===== src/rtl/qspi_target.sv =====
// QSPI memory responder: decodes command/address/data nibbles
// and serves them from a byte-wide synchronous backing RAM.
module qspi_target #(
  parameter int PA         = 24,
  parameter int READ_DUMMY = 6
) (
  input  logic          clk,
  input  logic          reset,
  input  logic          cs_n,
  input  logic [3:0]    io_in,
  output logic [3:0]    io_out,
  output logic          io_oe,
  output logic          quad_mode,
  output logic [PA-1:0] mem_addr,
  output logic [7:0]    mem_wdata,
  output logic          mem_we,
  output logic          mem_re,
  input  logic [7:0]    mem_rdata
);

  typedef enum logic [2:0] {
    S_IDLE,
    S_CMD,
    S_ADDR,
    S_DUMMY,
    S_RDATA,
    S_WDATA,
    S_IGNORE
  } state_t;

  state_t        r_st;
  state_t        w_nxt;
  logic [7:0]    r_cmd;
  logic [3:0]    r_cnt;
  logic          r_rd;
  logic          r_quad;
  logic [19:0]   r_ash;
  logic [PA-1:0] r_addr;
  logic          r_ph;
  logic [3:0]    r_lo;
  logic [3:0]    r_wbuf;
  logic [7:0]    r_wdata;
  logic          r_we;
  logic          r_re;
  logic          r_oe;
  logic [3:0]    r_out;

  logic [7:0]    w_cmd;
  logic          w_cmd_last;
  logic          w_cmd_rw;
  logic [23:0]   w_ash;
  logic [PA-1:0] w_addr_inc;

  assign w_cmd = r_quad ? {r_cmd[3:0], io_in}
                        : {r_cmd[6:0], io_in[0]};
  assign w_cmd_last = r_quad ? (r_cnt == 4'd1)
                             : (r_cnt == 4'd7);
  assign w_cmd_rw = (w_cmd == 8'h38) ||
                    (w_cmd == 8'hEB);
  assign w_ash      = {r_ash, io_in};
  assign w_addr_inc = r_addr + PA'(1);

  assign io_out    = r_out;
  assign io_oe     = r_oe;
  assign quad_mode = r_quad;
  assign mem_addr  = r_addr;
  assign mem_wdata = r_wdata;
  assign mem_we    = r_we;
  assign mem_re    = r_re;

  always_ff @(posedge clk or posedge reset) begin
    if (reset) r_st <= S_IDLE;
    else       r_st <= w_nxt;
  end

  always_comb begin
    w_nxt = r_st;
    if (cs_n) begin
      w_nxt = S_IDLE;
    end else begin
      case (r_st)
        S_IDLE: w_nxt = S_CMD;
        S_CMD: begin
          if (w_cmd_last)
            w_nxt = w_cmd_rw ? S_ADDR : S_IGNORE;
        end
        S_ADDR: begin
          if (r_cnt == 4'd5)
            w_nxt = r_rd ? S_DUMMY : S_WDATA;
        end
        S_DUMMY: begin
          if (r_cnt == 4'd1) w_nxt = S_RDATA;
        end
        default: w_nxt = r_st;
      endcase
    end
  end

  always_ff @(posedge clk or posedge reset) begin
    if (reset) begin
      r_cmd   <= '0;
      r_cnt   <= '0;
      r_rd    <= 1'b0;
      r_quad  <= 1'b0;
      r_ash   <= '0;
      r_addr  <= '0;
      r_ph    <= 1'b0;
      r_lo    <= '0;
      r_wbuf  <= '0;
      r_wdata <= '0;
      r_we    <= 1'b0;
      r_re    <= 1'b0;
      r_oe    <= 1'b0;
      r_out   <= '0;
    end else begin
      r_we <= 1'b0;
      r_re <= 1'b0;
      if (cs_n) begin
        r_oe <= 1'b0;
        r_ph <= 1'b0;
      end else begin
        case (r_st)
          S_IDLE: begin
            r_cmd <= w_cmd;
            r_cnt <= 4'd1;
          end
          S_CMD: begin
            r_cmd <= w_cmd;
            r_cnt <= r_cnt + 4'd1;
            if (w_cmd_last) begin
              r_cnt <= '0;
              r_rd  <= (w_cmd == 8'hEB);
              if (w_cmd == 8'h35) r_quad <= 1'b1;
              if (w_cmd == 8'hF5) r_quad <= 1'b0;
            end
          end
          S_ADDR: begin
            r_ash  <= w_ash[19:0];
            r_addr <= w_ash[PA-1:0];
            r_cnt  <= r_cnt + 4'd1;
            if (r_cnt == 4'd5) begin
              r_ph <= 1'b0;
              if (r_rd) begin
                r_re  <= 1'b1;
                r_cnt <= 4'(READ_DUMMY);
              end
            end
          end
          S_DUMMY: begin
            r_cnt <= r_cnt - 4'd1;
            // last dummy edge: drive high nibble, prefetch next byte
            if (r_cnt == 4'd1) begin
              r_oe   <= 1'b1;
              r_out  <= mem_rdata[7:4];
              r_lo   <= mem_rdata[3:0];
              r_re   <= 1'b1;
              r_addr <= w_addr_inc;
              r_ph   <= 1'b0;
            end
          end
          S_RDATA: begin
            if (!r_ph) begin
              r_out <= r_lo;
              r_ph  <= 1'b1;
            end else begin
              r_out  <= mem_rdata[7:4];
              r_lo   <= mem_rdata[3:0];
              r_re   <= 1'b1;
              r_addr <= w_addr_inc;
              r_ph   <= 1'b0;
            end
          end
          S_WDATA: begin
            if (!r_ph) begin
              r_wbuf <= io_in;
              r_ph   <= 1'b1;
              if (r_we) r_addr <= w_addr_inc;
            end else begin
              r_wdata <= {r_wbuf, io_in};
              r_we    <= 1'b1;
              r_ph    <= 1'b0;
            end
          end
          default: ;
        endcase
      end
    end
  end

endmodule


===== config.mk =====
export PLATFORM = sky130hd
export DESIGN_NAME = qspi_target
export DESIGN_NICKNAME = d
export VERILOG_FILES = /design/src/rtl/qspi_target.sv
export SDC_FILE = /design/constraint.sdc
export NUM_CORES = 1
export LEC_CHECK = 0
export ABC_AREA = 1
export CORE_AREA = 2 2 112 114
export CTS_CLUSTER_SIZE = 30
export DETAILED_ROUTE_END_ITERATION = 10
export DIE_AREA = 0 0 114 116
export PLACE_DENSITY = 0.64
export SLEW_MARGIN = 20
export SYNTH_ARGS = -nofsm -noshare
export SYNTH_HDL_FRONTEND = slang
export SYNTH_SLANG_ARGS = --single-unit

===== constraint.sdc =====
create_clock -name clk -period 3 [get_ports clk]
set_clock_uncertainty 0.05 [all_clocks]
set_input_delay 0.6 -clock clk [delete_from_list [all_inputs] [get_ports clk]]
set_output_delay 0.6 -clock clk [all_outputs]
set_load 0.01 [all_outputs]

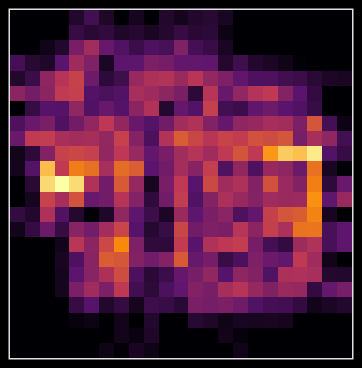
(images/metal_density.png)
Scale: 3 px per um. 23 x 23 tiles, from black (low) to pale yellow (high), scaled to the fullest tile. Values are wire area over tile area, all layers added.
fullest tile: 0.58
densest ninth of the die: right middle
mean over tiles: 0.14

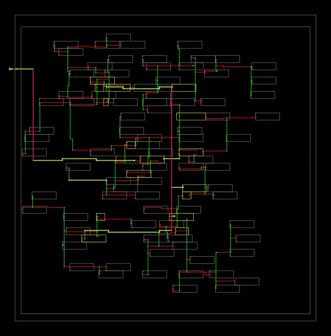
(images/clocks.png)
CLK BUF: 10
Clock group: 0.00114 W

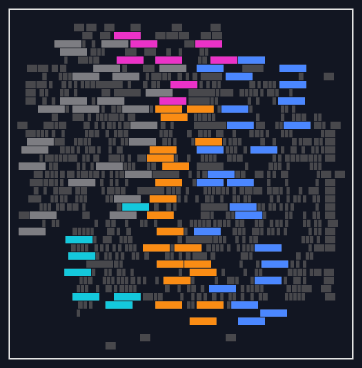
(images/flops_by_reg.png)
Scale: 3 px per um. Other sequential cells in the stronger gray, the rest of the logic in the fainter gray.
| color | name in the netlist | flops |
|---|---|---|
| orange | `r_ash` | 20 |
| blue | `mem_addr` | 24 |
| cyan | `r_cmd` | 7 |
| magenta | `mem_wdata` | 8 |

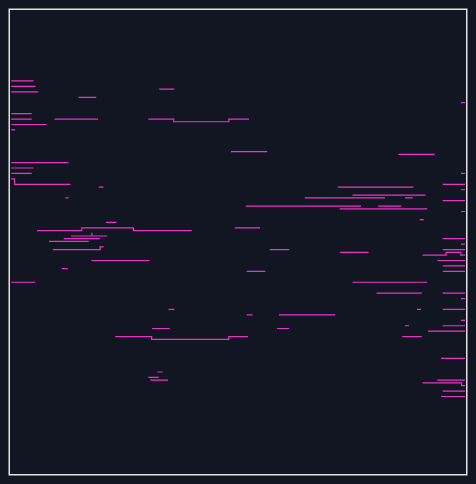
(images/layer_met3.png)
Scale: 4 px per um.
longest straight run: 28.5 um
nets with wire on the layer: 66
main direction: horizontal
wire length on this layer: 594 um

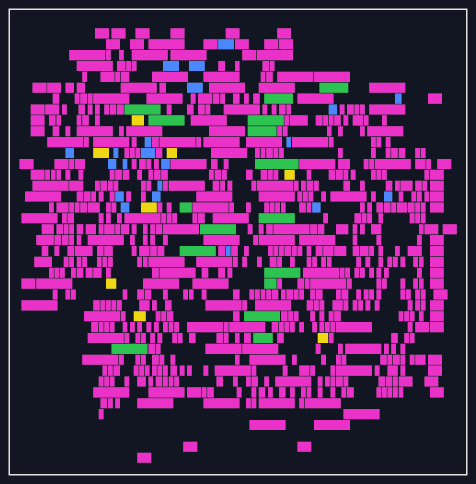
(images/sizes.png)
Scale: 4 px per um.
| color | size | cells | most used |
|---|---|---|---|
| blue | _2 cells | 21 | inv_2 |
| green | _6 and larger | 16 | clkbuf_16 |
| magenta | _0 and _1 cells | 680 | nand2_1 |
| yellow | _3 and _4 cells | 8 | buf_4 |

==> flow_summary.ini <==
; yosys + openroad results
[routing]
drc_errors = 0
num_vias = 4395
vias_per_cell = 5.04
ant_nets = 0
dr.pass1.iters = 5
drt-initial-drc-count = 233
wl_per_cell_um = 13.4

[final_timing]
fin_tns_setup_ps = 0
rsz0062_at_grt = no
min_period_ps = 2240
setup_viol = 0
slew_viol_final = 0
fmax_mhz = 447
fin_crit_sh = 0.746
slew_headroom = 0.564
finalHoldViolCount = 0
tightestPinTransition_ps = 652

[status]
run_status = finished, final reports clean

[die]
num_rows = 40
die.size.y_um = 116
fp.coreArea_mm2 = 0.0119
top_level_ports = 55
initCoreUtil = 0.393
die_x_um = 114
die-area_mm2 = 0.0132

[global_routing]
grt_pass1_vias = 4253
grt.total_usage = 0.189
antenna_found_initial = 0
grt_first_pass_wirelength_um = 20200
gr-total-overflow = 0
grt_max_degree = 35

[synthesis]
ys.flops = 84
fa_ha_area_frac = 0.0107
yosys_cells = 666
yosysWarnings = 0
top_logic_kind = simple AND/OR/NAND/NOR gates
synth_cell_types = 33
synth_top_area_share = 0.449
avgSynthCellArea_um2 = 7.03
async_reset_ff_frac = 1.00
synth.cell_area_mm2 = 0.00468
simple_gate_share = 0.367
yosysTopAreaCell = dfrtp_1
yosys_area_mm2 = 0.00468
mux_area_frac = 0.00962
postSynthSeqShare = 0.449
synth_top_cell_by_count = nand2_1
synth_cells = 666
syn_nets = 685
edf_count = 0
xor_area_frac = 0.0131
common_cells = 253 x nand2_1, 88 x nor2_1, 84 x dfrtp_1, 51 x inv_1, 51 x o21ai_0
synth_top_flop_cell = dfrtp_1
area_leaders = dfrtp_1 45%, nand2_1 20%, nor2_1 7.1%, o21ai_0 5.5%, nand3_1 5.2%
ys_sh_aoi = 0.0842

[pwr]
ir_drop_uv = 381
leakage_nw = 2.66
powerDensity_mw_per_mm2 = 1020

[cts]
clk_pin_slew_worst_paths_ps = 60
htree_levels = 3
cts_setup_buffers = 0
cts_made_buffers = 9
ctsResizeCount = 0
cts.sinks = 84
max-clock-path-buffers = 2
holdBufCountCts = 0
clk_latency_ps = 330
cts_tree = built
cts_root_buf = clkbuf_16

[placement]
finalWeightedCongestion = 0.862
portBuffers = 54
hpwl_um = 8790

[critical_path]
crit_required_ps = 2350
timing.rr.end = mem_addr[3]
r2r_slack_ps = 820
path_depth = 1
r2r-start = r_st[2]
endpoint_kind = output port
worst_path_largest_cell_delay_ps = 630
setup.worst_path.start = quad_mode
crit_arrival_ps = 1590
crit_end = quad_mode
critPathSlowestCell = dfrtp_1
crit_type = register to output port
crit_family = flip-flops
cp_num_buf_inv = 1
path_max_fanout = 15
reg2reg_depth = 7

[cells_and_area]
drive_gt1_frac = 0.0621
n_antenna_cell = 0
final_cells = 872
fill_cells = 1211
fin_nets = 739
syn2layout_area_growth_pct = 21.9

[min_path]
hold_path.class = register to register

[flow_run]
warning_count = 28
max_cap_violations = 0
-- kinds of logic after synthesis --
group | after synthesis
xor+xnor | 7
mux | 4
flops | 84
fa+ha+maj | 4
simple gates | 417
buf+inv | 75
compound gates | 75
-- layer usage --
metal  vias to the layer above  global-route usage  share of wire
met1                      2044               0.251           0.46
met4                         0              0.0626          0.021
met3                        17              0.0340          0.051
met5                         -                   0              0
li1                       2218                   -              -
met2                       116               0.317           0.47
-- layout by cell type (no fill, tap or decap), drive strengths merged --
cell,Yosys,routed
nand3,49,49
xor2,5,5
buf,16,7
nor4,1,1
clkbuf,2,10
clkinv,1,5
nand2,256,256
ha,4,4
xnor2,2,2
o211ai,2,2
nand3b,9,9
a31oi,5,5
inv,56,57
nand4,2,2
nor2,93,93
mux2,4,4
nor3,3,3
clkdlybuf4s50,0,54
a21boi,2,2
and2,1,1
a211oi,1,1
o21ai,56,56
dfrtp,84,84
or2,3,3
a21oi,9,9
bufinv,0,1
-- final cells by class --
| class | instances | area [um2] | area share |
|---|---|---|---|
| well taps | 147 | 184 | 0.0322 |
| clock buffers | 10 | 239 | 0.0419 |
| repair buffers | 61 | 631 | 0.110 |
| multi-input cells | 507 | 2270 | 0.397 |
| flip-flops and latches | 84 | 2100 | 0.368 |
| inverters | 57 | 215 | 0.0377 |
| clock inverters | 6 | 70.1 | 0.0123 |
-- through the flow --
step | worst slack, ps | hold slack, ps | instance area (um2) | utilization | total power [W]
global placement | 549 | 407 | 5400 | 0.453 | 0.00460
finish | 762 | 427 | 5710 | 0.479 | 0.00580
CTS | 734 | 427 | 5710 | 0.479 | 0.00585
floorplan | 185 | 393 | 4680 | - | 0.00368
global route | 627 | 453 | 5710 | 0.479 | 0.00633
detailed placement | 491 | 411 | 5400 | 0.453 | 0.00468
-- state kept, by name, summed over array words and instances (netlist names) --
register   flops
r_ash         20
r_ph           1
io_oe          1
r_st           3
r_rd           1
r_cnt          4
mem_re         1
r_wbuf         4
quad_mode      1
mem_addr      24
r_lo           4
io_out         4
r_cmd          7
mem_wdata      8
mem_we         1
-- power by group --
part / internal [W] / switching, W
logic: 0.00108 / 0.00144
clock network: 0.000675 / 0.000467
registers: 0.00164 / 0.000512
total: 0.00339 / 0.00242
-- worst min-delay path by stage --
| stage | from | depth (start not counted) | to |
|---|---|---|---|
| after floorplan | r_lo[0] | 2 | r_lo[0] |
| after global placement | r_lo[2] | 2 | r_lo[2] |
| after detailed placement | r_lo[3] | 2 | r_lo[3] |
| after CTS | r_lo[3] | 2 | r_lo[3] |
| after global routing | r_lo[3] | 2 | r_lo[3] |
| final | r_lo[3] | 2 | r_lo[3] |
-- tightest hold or removal path, stage by stage (launching register included) --
cell     delay, ps
dfrtp_1        350
nand2_1         50
nand2_1         50
Power figures rest on the tool's default switching activity, not on a simulated workload.
